## src/rtl/nibble_serial_adder_ctrl_if.sv

```systemverilog
// ---------------------------------------------------------------------------
// nibble_serial_adder_ctrl_if
//
// Purpose: groups the start handshake, operand bus and result bus of the
// nibble-serial adder controller so requester and controller connect through
// one bundle.
//
// Signals:
//   start_valid  requester -> ctrl  operation present on a_in/b_in/cin
//   start_ready  ctrl -> requester  controller can accept (IDLE only)
//   a_in, b_in   requester -> ctrl  WIDTH-bit operands, sampled on accept
//   cin          requester -> ctrl  carry into bit 0, sampled on accept
//   busy         ctrl -> requester  operation in progress (RUN or DONE)
//   sum_out      ctrl -> consumer   registered result, held until next done
//   cout         ctrl -> consumer   registered carry out, held with sum_out
//   done         ctrl -> consumer   one-cycle pulse: result just updated
//
// Modports:
//   master  requester side (drives handshake and operands)
//   slave   controller side (drives ready, busy and results)
// ---------------------------------------------------------------------------
interface nibble_serial_adder_ctrl_if #(
    parameter int WIDTH = 16
);
    logic             start_valid;
    logic             start_ready;
    logic [WIDTH-1:0] a_in;
    logic [WIDTH-1:0] b_in;
    logic             cin;
    logic             busy;
    logic [WIDTH-1:0] sum_out;
    logic             cout;
    logic             done;

    modport master (
        output start_valid,
        output a_in,
        output b_in,
        output cin,
        input  start_ready,
        input  busy,
        input  sum_out,
        input  cout,
        input  done
    );

    modport slave (
        input  start_valid,
        input  a_in,
        input  b_in,
        input  cin,
        output start_ready,
        output busy,
        output sum_out,
        output cout,
        output done
    );
endinterface

```

## src/rtl/nibble_serial_adder_ctrl.sv

```systemverilog
// ---------------------------------------------------------------------------
// nibble_serial_adder_ctrl
//
// Purpose: adds two WIDTH-bit operands four bits per clock through a single
// shared 4-bit ripple-carry slice (four chained full-adder cells). A
// registered carry links successive nibbles, trading latency for area.
// The sum becomes visible only when the whole operation has finished.
//
// Parameters:
//   WIDTH  operand/result width; must be a multiple of 4 and >= 4
//
// Ports:
//   clk  rising-edge clock
//   rst  asynchronous, active-high reset
//   bus  slave side of nibble_serial_adder_ctrl_if (handshake, operands,
//        busy, sum_out, cout, done)
// ---------------------------------------------------------------------------
module nibble_serial_adder_ctrl #(
    parameter int WIDTH = 16
) (
    input  logic                         clk,
    input  logic                         rst,
    nibble_serial_adder_ctrl_if.slave    bus
);

    localparam int NIBBLES = WIDTH / 4;
    // One bit minimum so the single-nibble build still has a legal counter.
    localparam int IDXW = (NIBBLES > 1) ? $clog2(NIBBLES) : 1;
    localparam logic [IDXW-1:0] LAST_IDX = IDXW'(NIBBLES - 1);

    typedef enum logic [1:0] {
        IDLE = 2'd0,
        RUN  = 2'd1,
        DONE = 2'd2
    } state_t;

    state_t           state_q;
    logic [IDXW-1:0]  idx_q;
    logic             carry_q;
    logic [WIDTH-1:0] aOp_q;
    logic [WIDTH-1:0] bOp_q;
    logic [WIDTH-1:0] acc_q;
    logic [WIDTH-1:0] sum_q;
    logic             cout_q;
    logic             done_q;
    logic             busy_q;
    logic             ready_q;

    logic [3:0]       aNib_d;
    logic [3:0]       bNib_d;
    logic [3:0]       sliceSum_d;
    logic             sliceCarry_d;
    logic [WIDTH-1:0] accMerged_d;

    // Shared 4-bit ripple-carry slice: picks the current nibble of each
    // operand and chains four full-adder cells starting from the carry
    // register. The merged accumulator lets the final edge publish the
    // complete sum without waiting an extra cycle for the last nibble.
    always_comb begin
        logic [4:0] chain;
        aNib_d     = aOp_q[{idx_q, 2'b00} +: 4];
        bNib_d     = bOp_q[{idx_q, 2'b00} +: 4];
        chain      = 5'b0;
        chain[0]   = carry_q;
        sliceSum_d = 4'b0;
        for (int i = 0; i < 4; i++) begin
            sliceSum_d[i] = aNib_d[i] ^ bNib_d[i] ^ chain[i];
            chain[i+1]    = (aNib_d[i] & bNib_d[i]) |
                            (chain[i] & (aNib_d[i] ^ bNib_d[i]));
        end
        sliceCarry_d = chain[4];
        accMerged_d  = acc_q;
        accMerged_d[{idx_q, 2'b00} +: 4] = sliceSum_d;
    end

    // Control FSM with registered outputs. Ready, busy and done are updated
    // together with the state so each output is a pure function of the
    // state register; the result registers only move on the final RUN edge
    // so partial sums never leak out.
    always_ff @(posedge clk or posedge rst) begin
        if (rst) begin
            state_q <= IDLE;
            idx_q   <= '0;
            carry_q <= 1'b0;
            aOp_q   <= '0;
            bOp_q   <= '0;
            acc_q   <= '0;
            sum_q   <= '0;
            cout_q  <= 1'b0;
            done_q  <= 1'b0;
            busy_q  <= 1'b0;
            ready_q <= 1'b1;
        end else begin
            case (state_q)
                IDLE: begin
                    done_q <= 1'b0;
                    if (bus.start_valid && ready_q) begin
                        aOp_q   <= bus.a_in;
                        bOp_q   <= bus.b_in;
                        carry_q <= bus.cin;
                        idx_q   <= '0;
                        ready_q <= 1'b0;
                        busy_q  <= 1'b1;
                        state_q <= RUN;
                    end
                end
                RUN: begin
                    acc_q   <= accMerged_d;
                    carry_q <= sliceCarry_d;
                    idx_q   <= idx_q + 1'b1;
                    if (idx_q == LAST_IDX) begin
                        sum_q   <= accMerged_d;
                        cout_q  <= sliceCarry_d;
                        done_q  <= 1'b1;
                        state_q <= DONE;
                    end
                end
                DONE: begin
                    // No accept from DONE: the requester sees ready only
                    // once the controller is back in IDLE.
                    done_q  <= 1'b0;
                    busy_q  <= 1'b0;
                    ready_q <= 1'b1;
                    state_q <= IDLE;
                end
                default: begin
                    done_q  <= 1'b0;
                    busy_q  <= 1'b0;
                    ready_q <= 1'b1;
                    state_q <= IDLE;
                end
            endcase
        end
    end

    assign bus.start_ready = ready_q;
    assign bus.busy        = busy_q;
    assign bus.sum_out     = sum_q;
    assign bus.cout        = cout_q;
    assign bus.done        = done_q;

endmodule

```

## src/flat_wrapper.sv

```systemverilog
// flat-port wrapper written by rule: the top's interface ports become plain ports
module nibble_serial_adder_ctrl_flat 
#(
    parameter int WIDTH = 16
)
  (clk, rst, bus_start_valid, bus_a_in, bus_b_in, bus_cin, bus_start_ready, bus_busy, bus_sum_out, bus_cout, bus_done);
  nibble_serial_adder_ctrl_if #(.WIDTH(WIDTH)) bus_i ();
  input  logic clk;
  input  logic rst;
  input wire logic [$bits(bus_i.start_valid)-1:0] bus_start_valid;
  input wire logic [$bits(bus_i.a_in)-1:0] bus_a_in;
  input wire logic [$bits(bus_i.b_in)-1:0] bus_b_in;
  input wire logic [$bits(bus_i.cin)-1:0] bus_cin;
  output wire logic [$bits(bus_i.start_ready)-1:0] bus_start_ready;
  output wire logic [$bits(bus_i.busy)-1:0] bus_busy;
  output wire logic [$bits(bus_i.sum_out)-1:0] bus_sum_out;
  output wire logic [$bits(bus_i.cout)-1:0] bus_cout;
  output wire logic [$bits(bus_i.done)-1:0] bus_done;
  assign bus_i.start_valid = bus_start_valid;
  assign bus_i.a_in = bus_a_in;
  assign bus_i.b_in = bus_b_in;
  assign bus_i.cin = bus_cin;
  assign bus_start_ready = bus_i.start_ready;
  assign bus_busy = bus_i.busy;
  assign bus_sum_out = bus_i.sum_out;
  assign bus_cout = bus_i.cout;
  assign bus_done = bus_i.done;
  nibble_serial_adder_ctrl #(.WIDTH(WIDTH)) u_core (.clk(clk), .rst(rst), .bus(bus_i));
endmodule
```

## config.mk

```make
export PLATFORM = sky130hd
export DESIGN_NAME = nibble_serial_adder_ctrl_flat
export DESIGN_NICKNAME = d
export VERILOG_FILES = /design/src/rtl/nibble_serial_adder_ctrl_if.sv /design/src/rtl/nibble_serial_adder_ctrl.sv /design/src/flat_wrapper.sv
export SDC_FILE = /design/constraint.sdc
export NUM_CORES = 1
export LEC_CHECK = 0
export CAP_MARGIN = 20
export CORE_UTILIZATION = 50
export CTS_CLUSTER_SIZE = 30
export DETAILED_ROUTE_END_ITERATION = 10
export PLACE_DENSITY = 0.75
export SLEW_MARGIN = 30
export SYNTH_ARGS = -nofsm -noshare
export SYNTH_HDL_FRONTEND = slang
export SYNTH_SLANG_ARGS = --single-unit
```

## constraint.sdc

```tcl
create_clock -name clk -period 3.8 [get_ports clk]
set_input_delay 0.57 -clock clk [delete_from_list [all_inputs] [get_ports clk]]
set_output_delay 0.57 -clock clk [all_outputs]
set_load 0.01 [all_outputs]
```

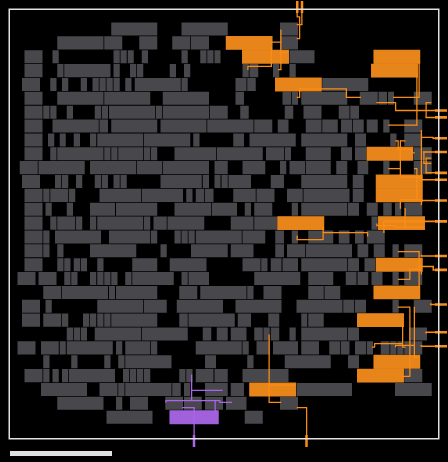
**Above:** wires at chosen ports, followed through buffers.
Bar = 20 µm.
`bus_sum_out`: marked orange, bits 16, direction output, end cells 16, buffers 16, wire 300 µm. `bus_start_ready`: marked purple, bits 1, direction output, end cells 1, buffers 1, wire 34.9 µm.
port bufs: 55
Boundary Pins: 56

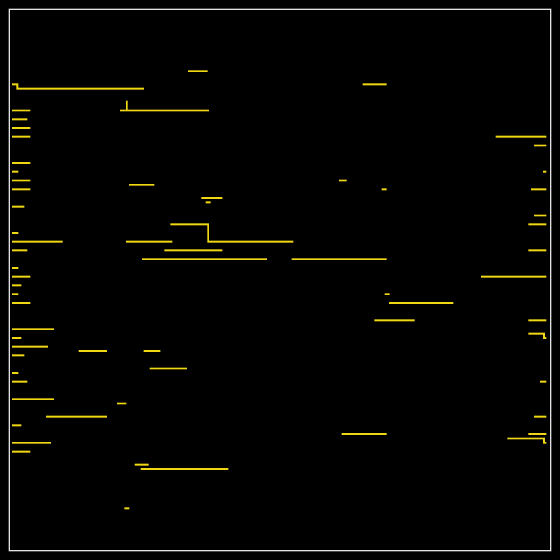
**Above:** the metal 3 layer.
The layer holds 4.4% of the routed length. 57 nets have wire on it. The longest straight run is 19.5 µm.
GR Util met3: 5.74%
Vias: 2468
WL final: 6.71 mm

==> impl_metrics.env <==
# yosys + openroad results
export IMPL_status="complete, but fails checks"
export IMPL_violations="design-rule violations"
export IMPL_setup_viol_count_final=0
export IMPL_grt_max_degree=74
export IMPL_synth_cells=329
export IMPL_cp_slowest_stage_delay_ps=670
export IMPL_startpoint_type="flip-flop"
export IMPL_finalPower_mw=3.73
export IMPL_syn_nets=375
export IMPL_die_h_um=84.0
export IMPL_drc_errors=4
export IMPL_leakagePower_nw=1.95
export IMPL_avgSynthCellArea_um2=10.2
export IMPL_powerClk_mw=0.624
export IMPL_vias_per_cell=5.34
export IMPL_worst_setup_path_type="flip-flop to flip-flop"
export IMPL_yosys_stat_area_um2=3360
export IMPL_cts_root_buf="clkbuf_8"
export IMPL_cp_depth=11
export IMPL_reg2reg_depth=11
export IMPL_wl_per_cell_um=14.5
export IMPL_comb_area_um2=1370
export IMPL_fin_crit_sh_pct=82.2
export IMPL_lay_top_count="nand2_1"
export IMPL_postSynthSeqShare_pct=54.4
export IMPL_ir_drop_mv=0.499
export IMPL_warnings=31
export IMPL_htreeDepth=3
export IMPL_rsz0062_at_grt="false"
export IMPL_cts_hold_buf=0
export IMPL_grt_usage_pct=21.5
export IMPL_core_rowCount=29
export IMPL_yosysCellCount=329
export IMPL_critPathSlowestCell="fa_1"
export IMPL_min_period_ps=3120
export IMPL_grt_pass1_wl_mm=11.7
export IMPL_pg_comb_mw=1.75
export IMPL_power_frac_comb_pct=46.9
export IMPL_fp_dieW_um=84.0
export IMPL_worst_pin_slew_ps=461
export IMPL_grt_pass1_vias=2445
export IMPL_skew_ps=9.34
export IMPL_fin_tns_setup_ps=0
export IMPL_maxCapViolCount=0
export IMPL_antenna_cells=0
export IMPL_power_share_sequential_pct=36.4
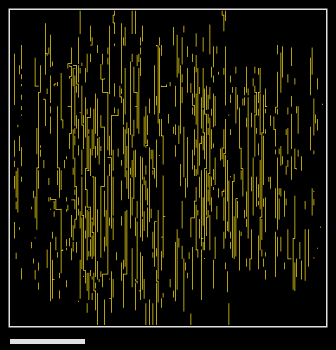
**Above:** signal wires on met2.
Bar = 20 µm.
The layer carries 3250 µm of wire. The wires run mostly vertical. The layer holds 48% of the routed length.
met2 Use GR: 33.6%

-- synth_stat cells --
cell / count / area share [%]
a21oi_1: 16 / 2.4
fa_1: 4 / 2.4
inv_1: 12 / 1.3
nand4bb_1: 1 / 0.34
o31ai_1: 1 / 0.22
buf_2: 17 / 2.5
and4b_1: 1 / 0.30
o21ai_0: 3 / 0.45
and3b_1: 1 / 0.26
buf_4: 3 / 0.67
nor2_1: 22 / 2.5
and4bb_2: 1 / 0.37
mux4_2: 8 / 5.4
mux2_1: 1 / 0.34
a31oi_1: 8 / 1.5
dfrtp_1: 72 / 54
nor4bb_1: 1 / 0.30
nand2b_1: 17 / 3.2
nor3_1: 1 / 0.15
nor2b_1: 9 / 1.7
dfstp_2: 1 / 0.78
and4bb_1: 2 / 0.74
ha_1: 6 / 2.2
nand3_1: 1 / 0.15
a22o_1: 8 / 2.1
a221o_1: 1 / 0.30
nand2_1: 101 / 11
a32o_1: 8 / 2.4
buf_1: 2 / 0.22
-- registers in the layout, indices dropped and copies added, names as in the netlist --
register and count:
u_core.aOp_q 16, u_core.acc_q 16, u_core.bOp_q 16, u_core.bus.sum_out 16, u_core.idx_q 2, u_core.state_q 2
u_core.bus.busy 1, u_core.bus.cout 1, u_core.bus.done 1, u_core.bus.start_ready 1, u_core.carry_q 1
-- stage by stage --
stage	utilization [%]	instances	instance area [µm²]	worst slack (ps)	hold WS, ps
after floorplan	-	329	3360	767	440
after global placement	61.6	446	3960	756	461
after detailed placement	61.6	446	3960	650	462
after CTS	64.8	462	4160	647	481
after global routing	64.8	462	4160	372	497
final	64.8	462	4160	675	481
-- cells by family (layout without fill, tap and decap cells) --
group	count (synthesis)	in the layout	synth area share [%]
AND-OR/OR-AND	45	45	9.31
adder cells (fa/ha/maj)	10	10	4.62
buffers and inverters	34	90	4.77
flip-flops	73	73	54.4
multiplexers	9	9	5.70
AND/OR/NAND/NOR	158	158	21.2
-- routing by layer --
layer  vias to the layer above  GRT usage, %  routed length (µm)  share of wire (%)
li1                       1191             -                   -                  -
met1                      1182          29.0                3040                 45
met2                        82          33.6                3250                 48
met3                        13          5.74                 296                4.4
met4                         0          8.15                 131                2.0
met5                         -             0                   0                  0
-- final timing paths --
kind / to / slack, ps / from
worst min-delay path: u_core.bOp_q[9]$_DFFE_PP0P_ / 480 / u_core.bOp_q[9]$_DFFE_PP0P_
worst min register to register: u_core.bOp_q[9]$_DFFE_PP0P_ / 480 / u_core.bOp_q[9]$_DFFE_PP0P_
worst max-delay path: u_core.bus.sum_out[3]$_DFFE_PP0P_ / 680 / u_core.idx_q[0]$_DFFE_PP0P_
max in group asynchronous: u_core.bus.start_ready$_DFFE_PP1P_ / 2810 / rst
min in group asynchronous: u_core.bus.cout$_DFFE_PP0P_ / 640 / rst
worst max register to register: u_core.bus.sum_out[3]$_DFFE_PP0P_ / 680 / u_core.idx_q[0]$_DFFE_PP0P_
-- area by class of cell --
class                      count  area share, %
sequential                    73           43.9
multi-input combinational    222           32.9
timing repair buffer          62           14.8
clock buffer                  14           4.15
tap                           77           2.31
inverter                      12           1.08
clock inverter                 2          0.841
